==> images/final_congestion.png <==
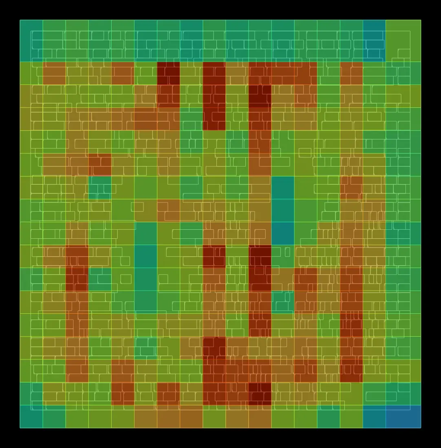
==> images/gate_families.png <==
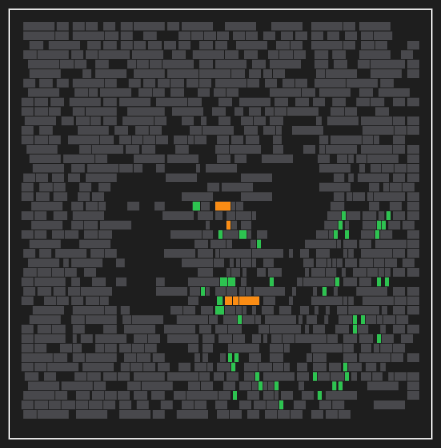
==> images/registers.png <==
The bar under the picture is 20 um long. Other sequential cells in the stronger gray, the rest of the logic in the fainter gray.
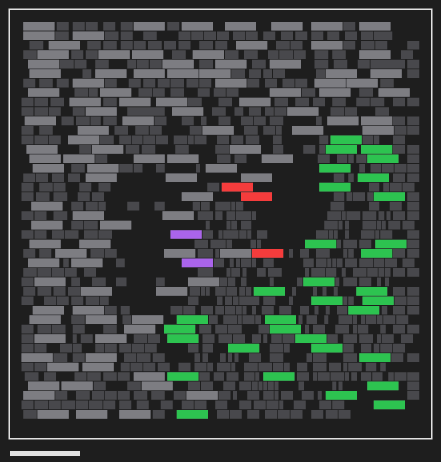
==> images/cell_classes.png <==
The bar under the picture is 20 um long.
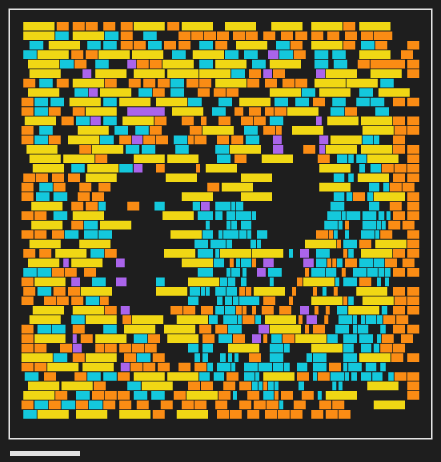
==> images/metal_stack.png <==
The bar under the picture is 20 um long. Two of the layers only.
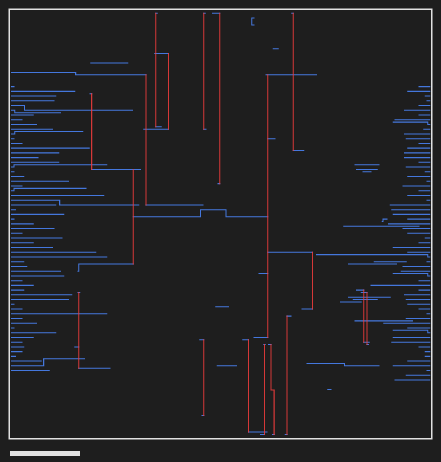
## src/rtl/mem_arbiter.sv

```systemverilog
// Arbiter/sequencer for a single-port memory shared by instruction fetch (IF) and data (DM).
// Serialises one access at a time; an in-flight fetch can be dropped with if_cancel.
module mem_arbiter #(
   parameter int unsigned LAT    = 2,
   parameter int unsigned ADDR_W = 32,
   parameter int unsigned DATA_W = 32
) (
   input  logic              clk,
   input  logic              reset,
   input  logic              if_req,
   input  logic [ADDR_W-1:0] if_addr,
   input  logic              if_cancel,
   output logic              if_ack,
   output logic [DATA_W-1:0] if_rdata,
   input  logic              dm_req,
   input  logic              dm_we,
   input  logic [ADDR_W-1:0] dm_addr,
   input  logic [DATA_W-1:0] dm_wdata,
   output logic              dm_ack,
   output logic [DATA_W-1:0] dm_rdata,
   output logic              mem_en,
   output logic              mem_we,
   output logic [ADDR_W-1:0] mem_addr,
   output logic [DATA_W-1:0] mem_wdata,
   input  logic [DATA_W-1:0] mem_rdata,
   output logic              busy,
   output logic              grant_dm
);

   typedef enum logic [1:0] {StIdle, StIssue, StWait, StResp} state_e;

   state_e            state_q;
   logic [2:0]        cnt_q;
   logic              last_dm_q;
   logic              drop_q;
   logic              we_q;
   logic              if_ack_q, dm_ack_q, mem_en_q, mem_we_q, busy_q, grant_dm_q;
   logic [ADDR_W-1:0] mem_addr_q;
   logic [DATA_W-1:0] mem_wdata_q, if_rdata_q, dm_rdata_q;

   logic if_elig, pick_dm, cancel_own;

   assign if_elig    = if_req & ~if_cancel;
   // On a tie the port not granted last time wins.
   assign pick_dm    = dm_req & (~if_elig | ~last_dm_q);
   assign cancel_own = if_cancel & ~grant_dm_q;

   always_ff @(posedge clk or negedge reset) begin
      if (!reset) begin
         state_q     <= StIdle;
         cnt_q       <= 3'd0;
         last_dm_q   <= 1'b0;
         drop_q      <= 1'b0;
         we_q        <= 1'b0;
         if_ack_q    <= 1'b0;
         dm_ack_q    <= 1'b0;
         mem_en_q    <= 1'b0;
         mem_we_q    <= 1'b0;
         busy_q      <= 1'b0;
         grant_dm_q  <= 1'b0;
         mem_addr_q  <= '0;
         mem_wdata_q <= '0;
         if_rdata_q  <= '0;
         dm_rdata_q  <= '0;
      end else begin
         if_ack_q <= 1'b0;
         dm_ack_q <= 1'b0;
         mem_en_q <= 1'b0;
         mem_we_q <= 1'b0;
         case (state_q)
            StIdle: begin
               if (if_elig || dm_req) begin
                  state_q    <= StIssue;
                  busy_q     <= 1'b1;
                  mem_en_q   <= 1'b1;
                  grant_dm_q <= pick_dm;
                  last_dm_q  <= pick_dm;
                  drop_q     <= 1'b0;
                  if (pick_dm) begin
                     mem_addr_q  <= dm_addr;
                     mem_wdata_q <= dm_wdata;
                     mem_we_q    <= dm_we;
                     we_q        <= dm_we;
                  end else begin
                     mem_addr_q <= if_addr;
                     we_q       <= 1'b0;
                  end
               end
            end
            StIssue: begin
               cnt_q   <= 3'(LAT - 1);
               state_q <= StWait;
               if (cancel_own) drop_q <= 1'b1;
            end
            StWait: begin
               if (cancel_own) drop_q <= 1'b1;
               if (cnt_q == 3'd0) begin
                  state_q <= StResp;
                  if (grant_dm_q) begin
                     dm_ack_q <= 1'b1;
                     if (!we_q) dm_rdata_q <= mem_rdata;
                  end else if (!(drop_q || if_cancel)) begin
                     // A cancel in the final wait cycle still drops the fetch.
                     if_ack_q   <= 1'b1;
                     if_rdata_q <= mem_rdata;
                  end
               end else begin
                  cnt_q <= cnt_q - 3'd1;
               end
            end
            StResp: begin
               state_q    <= StIdle;
               busy_q     <= 1'b0;
               grant_dm_q <= 1'b0;
               drop_q     <= 1'b0;
            end
            default: state_q <= StIdle;
         endcase
      end
   end

   assign if_ack    = if_ack_q;
   assign if_rdata  = if_rdata_q;
   assign dm_ack    = dm_ack_q;
   assign dm_rdata  = dm_rdata_q;
   assign mem_en    = mem_en_q;
   assign mem_we    = mem_we_q;
   assign mem_addr  = mem_addr_q;
   assign mem_wdata = mem_wdata_q;
   assign busy      = busy_q;
   assign grant_dm  = grant_dm_q;

endmodule

```

## config.mk

```make
export PLATFORM = sky130hd
export DESIGN_NAME = mem_arbiter
export DESIGN_NICKNAME = d
export VERILOG_FILES = /design/src/rtl/mem_arbiter.sv
export SDC_FILE = /design/constraint.sdc
export NUM_CORES = 1
export LEC_CHECK = 0
export CAP_MARGIN = 20
export CORE_AREA = 3 3 118 120
export CTS_BUF_LIST = sky130_fd_sc_hd__clkbuf_4
export DETAILED_ROUTE_END_ITERATION = 7
export DIE_AREA = 0 0 121 123
export GPL_ROUTABILITY_DRIVEN = 0
export GPL_TIMING_DRIVEN = 0
export HOLD_SLACK_MARGIN = 0.08
export PLACE_DENSITY = 0.83
export SLEW_MARGIN = 20
export SYNTH_ARGS = -nofsm -noshare
export SYNTH_HDL_FRONTEND = slang
export SYNTH_SLANG_ARGS = --single-unit
```

## constraint.sdc

```tcl
create_clock -name clk -period 4.64 [get_ports clk]
set_input_delay 0.464 -clock clk [delete_from_list [all_inputs] [get_ports clk]]
set_output_delay 0.464 -clock clk [all_outputs]
set_load 0.01 [all_outputs]
```

==> impl_metrics.toml <==
# implementation run metrics
[layout]
nets = 881
lay_top_count = "clkdlybuf4s50_1"
layout.cells.non_filler = 930
layout_top_cells = "clkdlybuf4s50_1, dfrtp_1, mux2_2"
stdcell_area_um2 = 9270
diodes = 0
drive_above_1_share_pct = 23.1
synthToLayoutAreaGrowth_pct = 52.4

[setup_path]
r2r_slack_ps = 2400
cpMaxStageDelayCell = "nor4_2"
worst_path_largest_cell_delay_ps = 530
critPathLaunchType = "flip-flop"
arrival_ps = 2670
r2r_end = "if_rdata[4]$_DFFE_PN0P_"
end_kind = "flip-flop"
r2r_cells = 7
critPathKind = "flip-flop to flip-flop"
r2r-start = "cnt_q[1]$_DFFE_PN0P_"
critPathMaxFanout = 10
path_common_cell = "ha_1"
cp_cell_sequence = "inv_1 -> ha_1 -> ha_1 -> nand2_1 -> nor4_2 -> buf_4 -> mux2_2"
required_ps = 5070

[power_and_ir_drop]
switching_share_pct = 33.0
pwr-share-seq_pct = 37.7
pwr-share-clk_pct = 13.0
peakVddDrop_v = 0.000348
intPower_uw = 3870
power.density_nw_per_um2 = 623
p_switching_uw = 1910
p_comb_share_pct = 49.3
power_leakage_uw = 0.00386
fin_total_pwr_uw = 5780

[yosys]
yosys_cells = 454
yosysChipArea_um2 = 6080
ys_seq_share_pct = 58.4
numSynthFlops = 142
synthesis.nets = 594
synth_cells = 454
synth.cell_area_um2 = 6080
ys_warn_count = 0
synth_cell_types = 36
syn_avg_cell_area_um2 = 13.4

[grt]
grt_max_degree = 76
grt_pass1_wl_um = 27100
grt-ovfl-total = 0
grt_pass1_vias = 5272
antenna_found_initial = 0

[clocking]
cts_tree = "yes"
cts_resized = 0
cts_htree_levels = 4
clock-sinks = 142
cts_setup_buffers = 0
clk_latency_ps = 540
cts_buffer_depth = 2
cts_hold_buf = 1
cts_buffers = 17
clk_pin_slew_ps = 130
root_buffer = "clkbuf_4"

[sta]
setup_ws_ps = 2400
grt_setup_unrepaired = "no"
setup_violations = 0
period_minus_slack_ps = 2240
worst_hold_slack_ps = 473
final.setup.tns_ps = 0
finalMaxSlewViolations = 0
slew_headroom_pct = 53.3
finalCritPeriodShare_pct = 48.3
fmax_mhz = 446
fin_skew_ps = 17.8
worstMarginPinSlew_ps = 694
finalHoldViolCount = 0

[placement]
numPortBuffers = 266
preCtsSetupSlack_ps = 2090
placed_cells = 897
hpwl_um = 13000
placed_area_um2 = 9000

[min_path]
holdCritPathClass = "primary input to flip-flop"
worstHoldStart = "if_addr[24]"
worst_hold_path.num_cells = 3
min_to = "mem_addr[24]$_DFFE_PN0P_"

[routing]
routedLengthMet1_um = 6340
vias_per_cell = 5.29
ant_nets = 0
vias = 4918
routed_wirelength_um = 17200
met2_length_um = 8820
top_layer = "met4"
drt-pass1-iter-count = 4
drt_iter0_drc = 302
drc = 0
wl_met3_um = 1450

[floorplanning]
ios = 268
die_w_um = 121
std_cell_rows = 42
dieArea_um2 = 14900
initial_core_util_pct = 46.5
die_y_um = 123
core_um2 = 13100

[flow_run]
warning_count = 29
drv_cap = 0

[status]
status = "completed"
About final_congestion.png:
gr usage total: 23.4%
Final Core Density: 70.8%
drt wl/cell: 18.4 um
met1 GRT Util: 26.0%

About gate_families.png:
- green: NAND gates (cells 41; most used nand2_1)
- orange: NOR gates (cells 5)

About registers.png:
- red: cnt_q (placed flops 3)
- purple: state_q (placed flops 2)
- green: mem_addr (placed flops 32)
- not colored: 105

About cell_classes.png:
- orange: other buffers and delay cells (cells 307; share of their area 32%)
- yellow: flops (cells 142; share of their area 39%)
- purple: clock drivers and dummy loads (cells 32; share of their area 2.9%)
- cyan: all other logic (cells 273; share of their area 26%)

About metal_stack.png:
- red: met4 (wire length 541 um)
- blue: met3 (wire length 1450 um)

## registers in the layout, indices dropped and copies added (netlist names)
signal and count:
if_rdata 32, drop_q 1, cnt_q 3, last_dm_q 1
mem_addr 32, we_q 1, dm_ack 1, mem_we 1
mem_en 1, mem_wdata 32, state_q 2, busy 1
dm_rdata 32, if_ack 1, grant_dm 1
## critical path, delay by kind of cell (launching register included)
kind,cells,cell delay (ps)
adders and majority gates,2,350
and+or+nand+nor,2,630
DFF,1,390
muxes,1,360
buffers and inverters,2,400
## how the worst max path moves through the flow
| stage | from | endpoint | slack [ps] | cells after the start |
|---|---|---|---|---|
| floorplan | cnt_q[0]$_DFFE_PN0P_ | if_rdata[10]$_DFFE_PN0P_ | 2760 | 7 |
| global placement | reset | mem_wdata[12]$_DFFE_PN0P_ | -2260 | 1 |
| detailed placement | if_cancel | mem_wdata[18]$_DFFE_PN0P_ | 2090 | 6 |
| CTS | cnt_q[1]$_DFFE_PN0P_ | if_rdata[4]$_DFFE_PN0P_ | 2340 | 7 |
| global route | cnt_q[1]$_DFFE_PN0P_ | if_rdata[18]$_DFFE_PN0P_ | 2210 | 7 |
| finish | cnt_q[1]$_DFFE_PN0P_ | if_rdata[4]$_DFFE_PN0P_ | 2400 | 7 |
## synth_stat cells
cell type	count	area share, %
a2bb2oi_1	31	4.5
inv_1	9	0.56
buf_4	6	0.74
clkinv_1	1	0.062
o21ai_1	1	0.082
buf_1	3	0.19
mux2_2	95	18
mux2_1	2	0.37
and3_1	1	0.10
o221a_2	31	5.7
nand4_1	1	0.10
nand3b_1	1	0.12
and2_1	2	0.21
a211oi_1	1	0.12
a21boi_0	1	0.12
o2bb2ai_1	1	0.14
a22o_1	1	0.14
o21ai_0	34	2.8
and3b_1	1	0.14
nor4_2	1	0.21
a21o_1	1	0.12
nor3_1	1	0.082
o31a_1	1	0.14
o22a_1	4	0.58
nand2b_1	3	0.31
clkbuf_1	23	1.4
nor3_4	1	0.27
nand3_1	1	0.082
o31ai_1	1	0.12
nor2b_1	1	0.10
o221ai_1	2	0.29
ha_1	6	1.2
dfrtp_1	142	58
nor2_1	1	0.062
nand2_1	35	2.2
buf_2	7	0.58
## cell families after synthesis
logic type / synth area share, %
flops: 58.4
compound gates: 14.9
fa+ha+maj: 1.23
buf+inv: 3.54
simple gates: 3.95
mux: 18.0
## layout make-up
class | count | area [um2]
Multi-Input combinational cell | 263 | 2310
Buffer | 39 | 178
Clock buffer | 17 | 128
Fill cell | 936 | 3820
Clock inverter | 15 | 135
Inverter | 10 | 37.5
Timing Repair Buffer | 268 | 2710
Sequential cell | 142 | 3550
Tap cell | 176 | 220
## power by group through the flow
stage	combinational (uW)	sequential (uW)	clock, uW
3_5_place_dp	2870	2210	0
6_report	2850	2180	749
2_1_floorplan	1030	2430	0
5_1_grt	3060	2260	833
4_1_cts	2890	2180	779
3_3_place_gp	2800	2160	0
## metal layers
layer	GRT usage (%)	vias to the layer above
met4	10.6	0
met2	40.6	202
li1	-	2254
met5	0	-
met1	26.0	2420
met3	7.96	42
Power and IR drop assume default switching activity.
